Fig. 1: run 1, logic cells by family
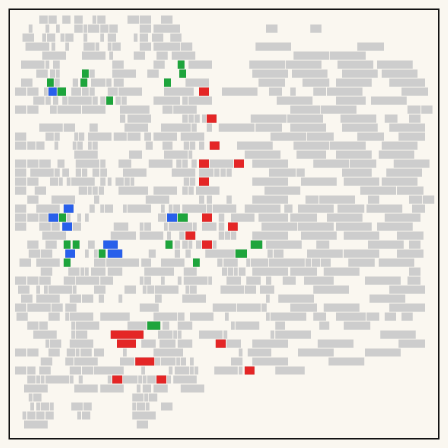
Fig. 2: run 1, routed metal, one colour a layer
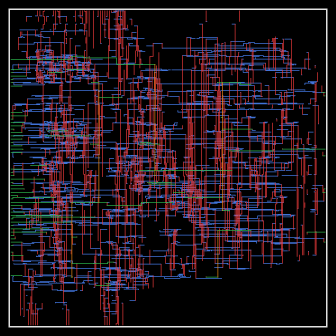
Fig. 3: run 1, the metal 2 layer
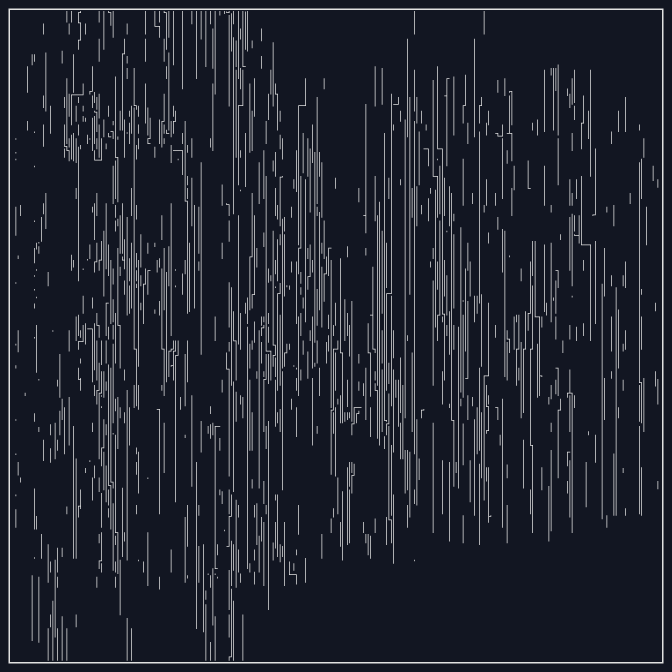
$ cat src/rtl/drm_activator_pkg.sv
// Shared field positions and helpers for the DRM activator hub.
// The command and response words use fixed bit positions on the 32-bit stream.
package drm_activator_pkg;

    localparam int NUM_CH_MAX   = 16;
    localparam int CH_FIELD_W   = 4;

    localparam int CMD_DAT      = 0;
    localparam int CMD_WE       = 1;
    localparam int CMD_ADR_LSB  = 2;
    localparam int CMD_CYC      = 4;
    localparam int CMD_CS       = 5;
    localparam int CMD_CH_LSB   = 8;

    localparam int RSP_DAT      = 0;
    localparam int RSP_STA      = 1;
    localparam int RSP_INTR_ANY = 2;
    localparam int RSP_ACK      = 3;
    localparam int RSP_SEL_LSB  = 8;
    localparam int RSP_INTR_LSB = 16;

    typedef struct packed {
        logic [CH_FIELD_W-1:0] ch;
        logic                  cs;
        logic                  cyc;
        logic [1:0]            adr;
        logic                  we;
        logic                  dat;
    } cmd_t;

    function automatic logic [31:0] pack_rsp(input logic dat, input logic sta,
                                             input logic intr_any, input logic ack,
                                             input logic [CH_FIELD_W-1:0] sel,
                                             input logic [15:0] intr);
        logic [31:0] w;
        w = '0;
        w[RSP_DAT]                      = dat;
        w[RSP_STA]                      = sta;
        w[RSP_INTR_ANY]                 = intr_any;
        w[RSP_ACK]                      = ack;
        w[RSP_SEL_LSB +: CH_FIELD_W]    = sel;
        w[RSP_INTR_LSB +: 16]           = intr;
        return w;
    endfunction

endpackage

$ cat src/rtl/drm_activator_axi4st_hub_fifo.sv
// Synchronous response FIFO with combinational head read.
// A write is accepted when full only if a read happens in the same cycle.
module drm_rsp_fifo #(
    parameter int DEPTH = 8,
    parameter int W     = 32
) (
    input  logic                       clk,
    input  logic                       srst,
    input  logic                       wr_en,
    input  logic [W-1:0]               wr_data,
    input  logic                       rd_en,
    output logic [W-1:0]               rd_data,
    output logic                       full,
    output logic                       empty,
    output logic [$clog2(DEPTH):0]     free_cnt
);
    localparam int AW = $clog2(DEPTH);

    logic [W-1:0]  mem [DEPTH];
    logic [AW-1:0] wr_ptr_reg;
    logic [AW-1:0] rd_ptr_reg;
    logic [AW:0]   count_reg;
    logic          do_wr;
    logic          do_rd;

    assign empty    = (count_reg == '0);
    assign full     = (count_reg == (AW+1)'(DEPTH));
    assign free_cnt = (AW+1)'(DEPTH) - count_reg;
    assign do_rd    = rd_en && !empty;
    assign do_wr    = wr_en && (!full || do_rd);
    assign rd_data  = mem[rd_ptr_reg];

    always_ff @(posedge clk) begin
        if (do_wr) begin
            mem[wr_ptr_reg] <= wr_data;
        end
    end

    always_ff @(posedge clk) begin
        if (srst) begin
            wr_ptr_reg <= '0;
            rd_ptr_reg <= '0;
            count_reg  <= '0;
        end else begin
            if (do_wr) wr_ptr_reg <= wr_ptr_reg + 1'b1;
            if (do_rd) rd_ptr_reg <= rd_ptr_reg + 1'b1;
            count_reg <= count_reg + (AW+1)'(do_wr) - (AW+1)'(do_rd);
        end
    end

endmodule

$ cat src/rtl/drm_activator_axi4st_hub.sv
// Routes DRM controller command beats to one of NUM_CH activator slaves and
// streams coalesced slave-response snapshots back through a response FIFO.
module drm_activator_axi4st_hub
    import drm_activator_pkg::*;
#(
    parameter int NUM_CH    = 4,
    parameter int RSP_DEPTH = 8
) (
    input  logic                  drm_aclk,
    input  logic                  drm_arst,
    input  logic [31:0]           drm_to_uip_tdata,
    input  logic                  drm_to_uip_tvalid,
    output logic                  drm_to_uip_tready,
    output logic [31:0]           uip_to_drm_tdata,
    output logic                  uip_to_drm_tvalid,
    input  logic                  uip_to_drm_tready,
    output logic [NUM_CH-1:0]     act_cs,
    output logic [NUM_CH-1:0]     act_cyc,
    output logic [NUM_CH-1:0]     act_we,
    output logic [NUM_CH-1:0]     act_dat,
    output logic [2*NUM_CH-1:0]   act_adr,
    input  logic [NUM_CH-1:0]     act_ack,
    input  logic [NUM_CH-1:0]     act_sta,
    input  logic [NUM_CH-1:0]     act_intr,
    input  logic [NUM_CH-1:0]     act_rdat,
    output logic                  err_bad_ch,
    output logic [7:0]            bad_ch_count
);
    localparam int CH_W   = (NUM_CH > 1) ? $clog2(NUM_CH) : 1;
    localparam int FREE_W = $clog2(RSP_DEPTH) + 1;

    cmd_t              cmd;
    logic              unused_cmd_bits;
    logic              ch_ok;
    logic              accept;
    logic              load;
    logic [CH_W-1:0]   sel_reg;
    logic              err_reg;
    logic [7:0]        cnt_reg;

    logic [31:0]       rsp_word;
    logic [31:0]       rsp_q_reg;
    logic [31:0]       last_reg;
    logic              force1_reg;
    logic              force2_reg;
    logic              pending_reg;
    logic              changed;
    logic              want;
    logic              push;
    logic              pop;
    logic              fifo_full;
    logic              fifo_empty;
    logic [FREE_W-1:0] free_cnt;

    assign cmd.dat = drm_to_uip_tdata[CMD_DAT];
    assign cmd.we  = drm_to_uip_tdata[CMD_WE];
    assign cmd.adr = drm_to_uip_tdata[CMD_ADR_LSB +: 2];
    assign cmd.cyc = drm_to_uip_tdata[CMD_CYC];
    assign cmd.cs  = drm_to_uip_tdata[CMD_CS];
    assign cmd.ch  = drm_to_uip_tdata[CMD_CH_LSB +: CH_FIELD_W];
    assign unused_cmd_bits = ^{drm_to_uip_tdata[31:12], drm_to_uip_tdata[7:6]};

    assign drm_to_uip_tready = !drm_arst && (free_cnt >= FREE_W'(2));
    assign accept = drm_to_uip_tvalid && drm_to_uip_tready;
    assign ch_ok  = ({1'b0, cmd.ch} < 5'(NUM_CH));
    assign load   = accept && ch_ok;

    // A new command deselects every other channel but leaves their we/adr/dat alone.
    for (genvar gi = 0; gi < NUM_CH; gi++) begin : g_ch
        logic       cs_reg;
        logic       cyc_reg;
        logic       we_reg;
        logic       dat_reg;
        logic [1:0] adr_reg;

        always_ff @(posedge drm_aclk) begin
            if (drm_arst) begin
                cs_reg  <= 1'b0;
                cyc_reg <= 1'b0;
                we_reg  <= 1'b0;
                dat_reg <= 1'b0;
                adr_reg <= 2'b00;
            end else if (load) begin
                if (cmd.ch == CH_FIELD_W'(gi)) begin
                    cs_reg  <= cmd.cs;
                    cyc_reg <= cmd.cyc;
                    we_reg  <= cmd.we;
                    dat_reg <= cmd.dat;
                    adr_reg <= cmd.adr;
                end else begin
                    cs_reg  <= 1'b0;
                    cyc_reg <= 1'b0;
                end
            end
        end

        assign act_cs[gi]          = cs_reg;
        assign act_cyc[gi]         = cyc_reg;
        assign act_we[gi]          = we_reg;
        assign act_dat[gi]         = dat_reg;
        assign act_adr[2*gi +: 2]  = adr_reg;
    end

    always_ff @(posedge drm_aclk) begin
        if (drm_arst) begin
            sel_reg <= '0;
            err_reg <= 1'b0;
            cnt_reg <= 8'd0;
        end else begin
            if (load) sel_reg <= cmd.ch[CH_W-1:0];
            if (accept && !ch_ok) begin
                err_reg <= 1'b1;
                if (cnt_reg != 8'hFF) cnt_reg <= cnt_reg + 8'd1;
            end
        end
    end

    assign err_bad_ch   = err_reg;
    assign bad_ch_count = cnt_reg;

    assign rsp_word = pack_rsp(act_rdat[sel_reg], act_sta[sel_reg], |act_intr, act_ack[sel_reg],
                               CH_FIELD_W'(sel_reg), 16'(act_intr));

    // Change pushes are held off while a forced snapshot is in flight so that a
    // command and a coincident slave change leave the hub as a single beat.
    // Reset primes the force pipeline, which makes the first push unconditional.
    assign pop     = uip_to_drm_tvalid && uip_to_drm_tready;
    assign changed = (rsp_q_reg != last_reg) && !force1_reg;
    assign want    = force2_reg || pending_reg || changed;
    assign push    = want && (!fifo_full || pop);

    always_ff @(posedge drm_aclk) begin
        if (drm_arst) begin
            rsp_q_reg   <= '0;
            last_reg    <= '0;
            force1_reg  <= 1'b1;
            force2_reg  <= 1'b0;
            pending_reg <= 1'b0;
        end else begin
            rsp_q_reg   <= rsp_word;
            force1_reg  <= load;
            force2_reg  <= force1_reg;
            pending_reg <= want && !push;
            if (push) last_reg <= rsp_q_reg;
        end
    end

    drm_rsp_fifo #(
        .DEPTH (RSP_DEPTH),
        .W     (32)
    ) u_rsp_fifo (
        .clk      (drm_aclk),
        .srst     (drm_arst),
        .wr_en    (push),
        .wr_data  (rsp_q_reg),
        .rd_en    (pop),
        .rd_data  (uip_to_drm_tdata),
        .full     (fifo_full),
        .empty    (fifo_empty),
        .free_cnt (free_cnt)
    );

    assign uip_to_drm_tvalid = !fifo_empty;

endmodule

$ cat config.mk
export PLATFORM = sky130hd
export DESIGN_NAME = drm_activator_axi4st_hub
export DESIGN_NICKNAME = d
export VERILOG_FILES = /design/src/rtl/drm_activator_pkg.sv /design/src/rtl/drm_activator_axi4st_hub_fifo.sv /design/src/rtl/drm_activator_axi4st_hub.sv
export SDC_FILE = /design/constraint.sdc
export NUM_CORES = 1
export LEC_CHECK = 0
export CORE_MARGIN = 1
export CORE_UTILIZATION = 40
export DETAILED_ROUTE_END_ITERATION = 7
export GPL_ROUTABILITY_DRIVEN = 0
export GPL_TIMING_DRIVEN = 0
export HOLD_SLACK_MARGIN = 0.12
export SLEW_MARGIN = 25
export SYNTH_ARGS = -nofsm -noshare
export SYNTH_HDL_FRONTEND = slang
export SYNTH_SLANG_ARGS = --single-unit
$ cat constraint.sdc
create_clock -name drm_aclk -period 4.3 [get_ports drm_aclk]
set_input_delay 0.86 -clock drm_aclk [delete_from_list [all_inputs] [get_ports drm_aclk]]
set_output_delay 0.86 -clock drm_aclk [all_outputs]
set_load 0.02 [all_outputs]
==> results.txt, run 1 <==
run metrics: clock insertion delay at the later pin of the skew report 0.43 ns, chip height 129.4 microns, first-pass GRT wire length 21.80 mm, clk_skew 0.008201 ns, Root Driver clkbuf_16, I/O Buffers 74, Yosys reg bits 151, Layout Utilization 51.87%, CTS tree done, Area Growth Syn to Fin 26.95%, die width 129.4 microns, Slew Viols, Final 0, Setup-failing EPs final 0, top cell types by occurrence after synthesis edfxtp_1, dfxtp_1, buf_4, Tot Pwr 4419 uW, reg2reg path depth 8, Ports 119, worst path bufs/invs 4, share of the synthesized area in the top cell type 37.01%, dominant logic cell types in the final layout edfxtp_1, clkdlybuf4s50_1, dfxtp_1, buf_4, nor2_1, # nets final 670, die area 0.01674 sq mm, Global Route met3 Usage 5.037%, DR pass1 iterations 4, Req. time, crit path 3.44 ns, cell area after synthesis 0.006491 sq mm, dpl cell area 0.007659 sq mm, violation tally from detailed-route iteration zero 221, CTS Hold Bufs 0, largest net degree at the start of global routing 17, Setup crit end kind output pin, fin crit period 3.896 ns, clock sink total 151, EDFF count, synth 80, pwr/cell area 536.2 mW/mm^2, WL final 13.80 mm, crit-path cells clkdlybuf4s50_1 -> clkbuf_1 -> clkbuf_1 -> a21oi_1 -> clkdlybuf4s50_1, Antenna Cells 0, Worst path depth 5, max reg flops 80, Vias 4074, RSZ-0062 raised after global routing false, vias in the first global route 4068, top-count cell post-synth edfxtp_1, stage-log warning count 51, post-placement worst setup slack 0.3939 ns, Chip Area, Yosys 0.006491 sq mm, hold slack 0.4595 ns, internal reg-to-reg setup slack 1.36 ns, synthesized area per cell 13.38 sq um, Largest stage delay, worst path 0.61 ns, status complete, no violations, CP max FO 10, kind of critical path in -> out, share of cells above drive strength 1 22.17%
## Picture notes: Fig. 1
AND and OR gates: shown in green, cells 19, where west. AND-OR and OR-AND gates: shown in blue, cells 8, where west. XOR/XNOR gates: shown in red, cells 17.

## Picture notes: Fig. 2
met2: shown in red, wire length 6730 microns. met4: shown in orange, wire length 197 microns. met3: shown in green, wire length 667 microns. met1: shown in blue, wire length 6210 microns.

## Picture notes: Fig. 3
The longest straight run is 66.0 microns. 555 nets have wire on it.

[run 1: area by class of cell]
cell class / count / area (sq um)
Clock inverter: 15 / 156.4
Inverter: 12 / 45.04
Sequential cell: 151 / 3824
Multi-Input combinational cell: 286 / 2360
Timing Repair Buffer: 80 / 788.3
Tap cell: 216 / 270.3
Buffer: 57 / 371.6
Fill cell: 1383 / 7645
Clock buffer: 17 / 425.4
[run 1: cell families after synthesis]
logic type / Yosys count / share of synthesized area (%)
adder cells (fa/ha/maj): 13 / 2.621
multiplexers: 52 / 12.70
AND-OR/OR-AND: 58 / 6.226
buffers and inverters: 69 / 6.419
flip-flops: 151 / 58.91
AND/OR/NAND/NOR: 124 / 10.25
other: 1 / 0.05777
XOR/XNOR: 17 / 2.814
[run 1: power by group]
part / leakage [uW] / switching, uW / total [uW] / internal (uW)
registers: 0.00134 / 78.7 / 1730 / 1650
clock network: 0.000283 / 650 / 1470 / 821
logic: 0.00144 / 636 / 1220 / 579
total: 0.00306 / 1360 / 4420 / 3050
[run 1: routing by layer]
layer  vias to the layer above  wire length (microns)
met4                         0                    196
li1                       1974                      -
met1                      1981                   6206
met5                         -                      0
met3                        17                    666
met2                       102                   6733
[run 1: worst min-delay path: cells and delay by family (launching register included)]
family	cells	cell delay (ns)
compound gates	1	0.05
flops	1	0.32
simple gates	1	0.05
[run 1: path summary, 6_finish.rpt]
| check | start | endpoint |
|---|---|---|
| max | drm_arst | drm_to_uip_tready |
| max reg2reg | u_rsp_fifo.count_reg[3] | u_rsp_fifo.mem[7][4] |
| min | g_ch[1].cyc_reg | g_ch[1].cyc_reg |
| min reg2reg | g_ch[1].cyc_reg | g_ch[1].cyc_reg |
Fig. 4: run 1, placement density heat map
The die is cut into 13 by 13 equal tiles; white is low, dark blue is high, 0 to 100% covered.
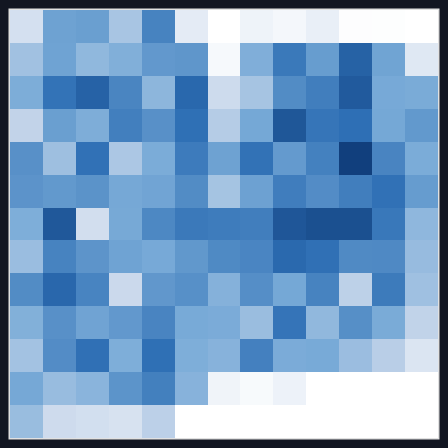

==> run 2, diff against run 1 <==
- SETUP_SLACK_MARGIN: not set -> 0.5
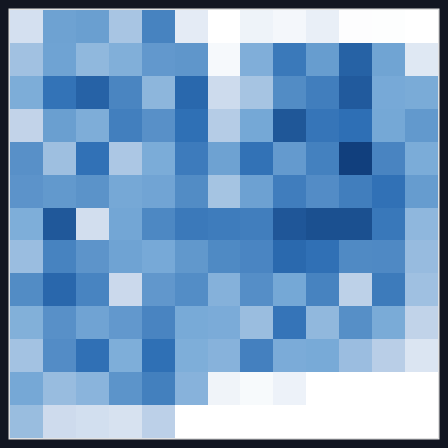
Fig. 5. Placement density heat map (run 2).
The die is cut into 13 by 13 equal tiles; white is low, dark blue is high, 0 to 100% covered.
The emptiest ninth of the die: south-east. The mean over all tiles is 48%. 9.5% of the tiles are nearly empty.

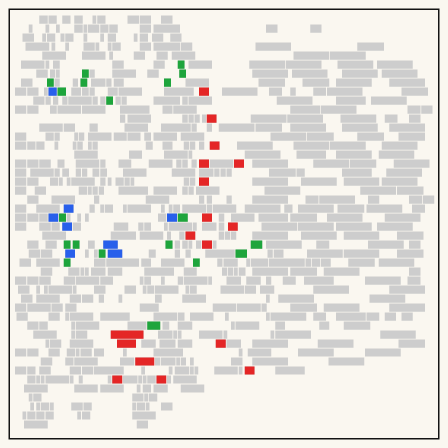
Fig. 6. Logic cells by family (run 2).
AND-OR and OR-AND gates: shown in blue, cells 8, where west. XOR/XNOR gates: shown in red, cells 17. AND and OR gates: shown in green, cells 19, where west.

==> results.txt, run 2 <==
run metrics: status complete, no violations, Clk power 1470 uW, combinational share of power 27.5%, share of cells above drive strength 1 22.49%, reg2reg path depth 8, clock sink total 151, sequential share of power 39.2%, vias in the first global route 4068, violation tally from detailed-route iteration zero 221, Yosys reg bits 151, EDFF count, synth 80, cell area after synthesis 0.006491 sq mm, Req. time, crit path 3.44 ns, Tot Pwr 4418 uW, Slew Viols, Final 0, # nets final 670, Top pwr grp registers, crit-path cells clkdlybuf4s50_1 -> clkbuf_2 -> clkbuf_2 -> a21oi_1 -> clkdlybuf4s50_1, Global Route met3 Usage 5.037%, CP max FO 10, I/O Buffers 74, Setup crit end kind output pin, switching part of the total 30.86%, clock insertion delay at the later pin of the skew report 0.43 ns, Largest stage delay, worst path 0.64 ns, Layout Utilization 51.89%, Antenna Cells 0, internal reg-to-reg setup slack 1.36 ns, pwr/cell area 535.9 mW/mm^2, max reg flops 80, Ports 119, FILL cells 1381, post-placement worst setup slack 0.3939 ns, synthesized area per cell 13.38 sq um, design internal power 3055 uW, RSZ-0062 raised after global routing false, dominant logic cell types in the final layout edfxtp_1, clkdlybuf4s50_1, dfxtp_1, buf_4, nor2_1
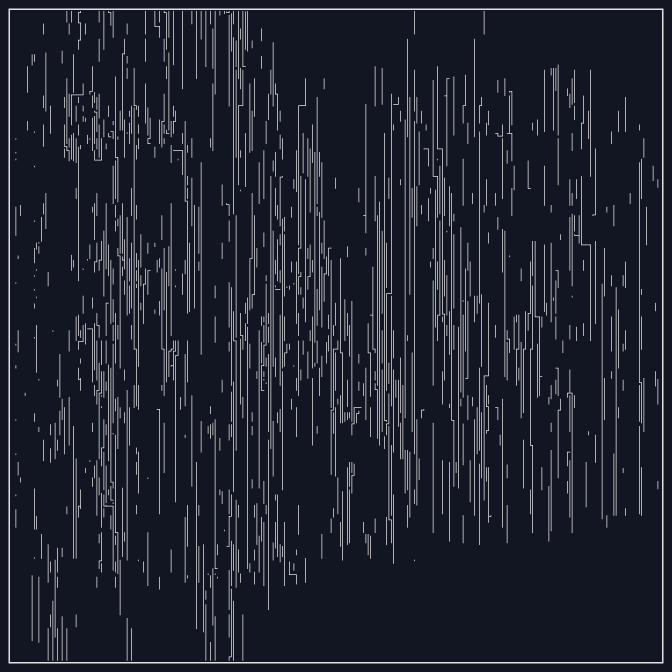
Fig. 7. The metal 2 layer (run 2).
Vias: 4091
WL final: 13.80 mm
met2 usage: 29.19%

## run 2: cell families after synthesis
logic type / count (synthesis) / share of synthesized area [%]
flip-flops: 151 / 58.91
AND/OR/NAND/NOR: 124 / 10.25
buffers and inverters: 69 / 6.419
AND-OR/OR-AND: 58 / 6.226
multiplexers: 52 / 12.70
XOR/XNOR: 17 / 2.814
adder cells (fa/ha/maj): 13 / 2.621
other: 1 / 0.05777
## run 2: layout make-up
cell class | count | area (sq um) | area share (%)
buffer | 57 | 374.1 | 4.539
clock buffer | 17 | 425.4 | 5.161
clock inverter | 15 | 156.4 | 1.897
inverter | 12 | 45.04 | 0.5464
multi-input combinational | 286 | 2360 | 28.63
sequential | 151 | 3824 | 46.39
tap | 216 | 270.3 | 3.279
timing repair buffer | 80 | 788.3 | 9.563
## run 2: tightest hold or removal path, cell delays in order (launching register included)
cell and delay (ns):
dfxtp_1 0.32, nand2_1 0.05, a21oi_1 0.05
## run 2: final timing paths
path / to / from
max: drm_to_uip_tready / drm_arst
min: g_ch[1].cyc_reg / g_ch[1].cyc_reg
max reg2reg: u_rsp_fifo.mem[7][4] / u_rsp_fifo.count_reg[3]
min reg2reg: g_ch[1].cyc_reg / g_ch[1].cyc_reg
## run 2: layer usage
layer	vias up	routed length, microns
met5	-	0
met2	105	6737
met3	17	673
met4	0	196
met1	1994	6197
li1	1975	-
## run 2: repair_timing
action	4_1_cts	5_1_grt
gates resized	1	2
setup endpoints to repair	1	1
hold endpoints to repair	0	0
hold buffers	0	0
## run 2: through the flow
stage / cell area, sq um / TNS, ns
3_3_place_gp: 7581 / -9.139
5_1_grt: 8243 / 0
4_1_cts: 8242 / 0
3_5_place_dp: 7659 / 0
6_report: 8243 / 0
2_1_floorplan: 6570 / 0
Fig. 8: run 2, routing congestion
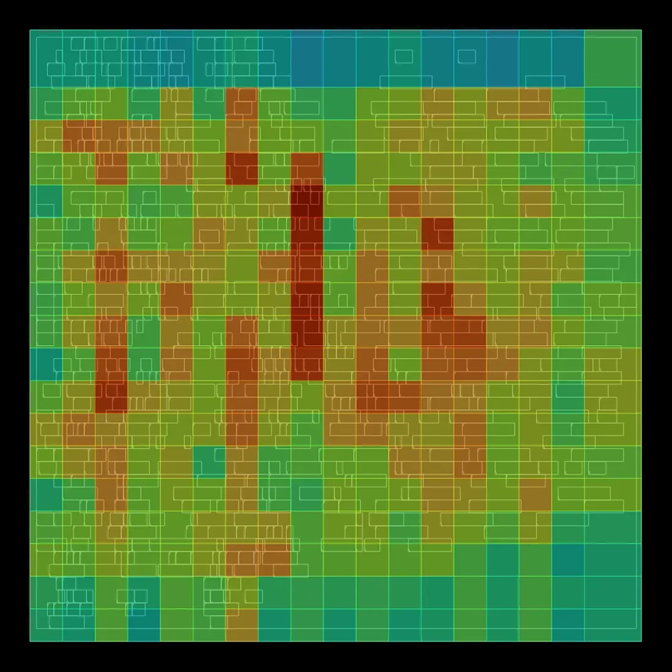

==> run 3, diff against run 2 <==
- clock period: 4.3 -> 3.7 ns (I/O delays scaled with it)
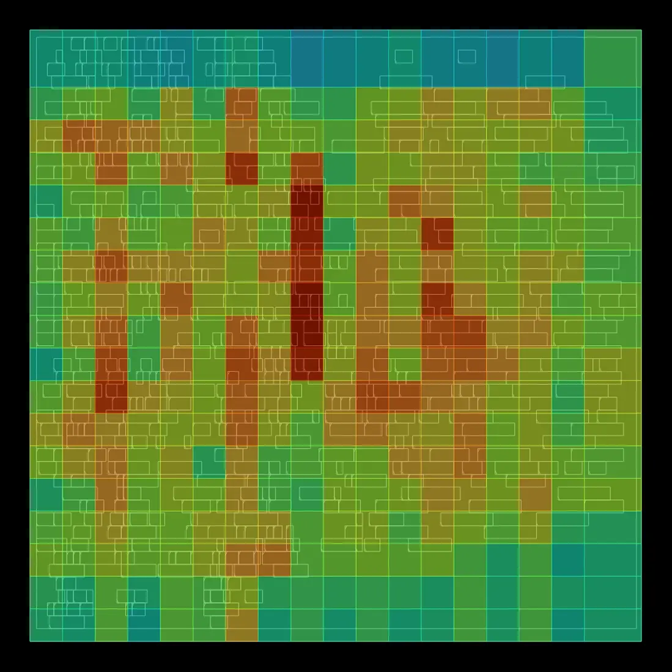
Fig. 9. Routing congestion (run 3).
GRT busiest layer: met2
M1 GR Usage: 22.45%
Global Route met3 Usage: 5.037%

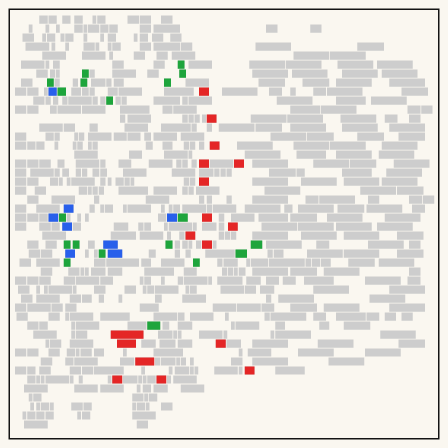
Fig. 10. Logic cells by family (run 3).
XOR/XNOR gates: shown in red, cells 17. AND and OR gates: shown in green, cells 19, where west. AND-OR and OR-AND gates: shown in blue, cells 8, where west.

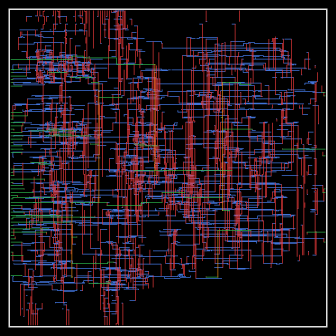
Fig. 11. Routed metal, one colour a layer (run 3).
met2: shown in red, wire length 6750 microns. met1: shown in blue, wire length 6150 microns. met3: shown in green, wire length 660 microns. met4: shown in orange, wire length 197 microns.

==> results.txt, run 3 <==
run metrics: status complete, no violations, Setup TNS 0 ns, die width 129.4 microns, CP max FO 10, chip height 129.4 microns, simple share 10.25%, Peak Freq 0.3225 GHz, share of the synthesized area in the top cell type 37.01%, violation tally from detailed-route iteration zero 211, dpl cell area 0.007659 sq mm, top-count cell post-synth edfxtp_1, clock sink total 151, WL final 13.76 mm, Antenna Cells 0, kind of critical path reg -> out, Setup crit end kind output pin, Ports 119, met2 usage 29.19%, Root Driver clkbuf_16, post-route cell area 0.008265 sq mm, R2R Path Start u_rsp_fifo.count_reg[3], I/O Buffers 74, hold slack 0.4583 ns, Top non-seq family multiplexers, Yosys reg bits 151, core footprint 0.01589 sq mm, xor/xnor share 2.814%, crit-path cells buf_6 -> mux4_2 -> mux2_2 -> clkdlybuf4s50_1, max reg flops 80, vias in the first global route 4068, Adders+Majority by Area 2.621%, yosys aoi share 6.226%, pwr/cell area 622.9 mW/mm^2, WL/cell 16.49 microns, Slew Viols, Final 0, CTS Hold Bufs 0, RSZ-0062 raised after global routing false, stage-log warning count 51, Tot Pwr 5149 uW, top cell types by occurrence after synthesis edfxtp_1, dfxtp_1, buf_4, final hold vios 0, clock insertion delay at the later pin of the skew report 0.43 ns, Layout Utilization 52.03%, DR pass1 iterations 4, FF/Latch Area 0.003824 sq mm, EDFF count, synth 80, cell area after synthesis 0.006491 sq mm, FILL cells 1375, first-pass GRT wire length 21.80 mm, Chip Area, Yosys 0.006491 sq mm, maxcap violations 0, Req. time, crit path 2.96 ns, worst path bufs/invs 2, dominant logic cell types in the final layout edfxtp_1, clkdlybuf4s50_1, dfxtp_1, buf_4, nor2_1, Area Growth Syn to Fin 27.33%, CP top delay family multiplexers, Largest stage delay, worst path 0.55 ns, Setup-failing EPs final 0, share of cells above drive strength 1 22.82%, Post-CTS Resized 7, die area 0.01674 sq mm, clk_skew 0.008855 ns, Comb gate area 0.002369 sq mm, synthesized area per cell 13.38 sq um, fin crit period 3.101 ns, internal reg-to-reg setup slack 0.83 ns, min-delay src g_ch[1].cyc_reg, CTS tree done
[run 3: power breakdown]
| group | leakage (uW) | internal (uW) | total (uW) | switching [uW] |
|---|---|---|---|---|
| Sequential | 0.00134 | 1920 | 2020 | 93.4 |
| Combinational | 0.00146 | 683 | 1430 | 742 |
| Clock | 0.000283 | 953 | 1710 | 754 |
[run 3: cell type report]
type | instances | share of cell area, %
well taps | 216 | 3.270
multi-input cells | 286 | 28.66
clock buffers | 17 | 5.147
flip-flops and latches | 151 | 46.26
clock inverters | 15 | 1.892
repair buffers | 80 | 9.522
plain buffers | 57 | 4.708
inverters | 12 | 0.5450
[run 3: worst reg2reg max path, cell delays in order (launching register included)]
cell	delay, ns
dfxtp_1	0.39
inv_1	0.13
ha_1	0.24
o211ai_1	0.31
nand2_1	0.20
nor2_1	0.30
nor4b_2	0.66
buf_2	0.33
[run 3: path summary, 6_finish.rpt]
check,end,depth (start not counted)
min,g_ch[1].cyc_reg,2
max,uip_to_drm_tdata[19],4
min reg2reg,g_ch[1].cyc_reg,2
max reg2reg,u_rsp_fifo.mem[1][0],7
[run 3: logic make-up (layout without fill, tap and decap cells)]
family | count (synthesis) | in the layout
simple gates | 124 | 124
other cells | 1 | 22
fa+ha+maj | 13 | 13
flops | 151 | 151
compound gates | 58 | 58
xor+xnor | 17 | 17
buf+inv | 69 | 181
mux | 52 | 52
[run 3: layer usage]
layer | share of wire (%) | up-vias
met5 | 0 | -
met4 | 1.4 | 0
met3 | 4.8 | 17
met2 | 49 | 106
met1 | 45 | 1971
li1 | - | 1975
[run 3: per-stage QoR]
stage / instances / setup slack, ns
final: 834 / 0.5991
after global routing: 834 / 0.5033
after CTS: 834 / 0.5427
after detailed placement: 802 / 0.03393
after global placement: 796 / -0.9618
after floorplan: 506 / 0.8331
No activity file was given, so power comes from the tool's default toggle rates.
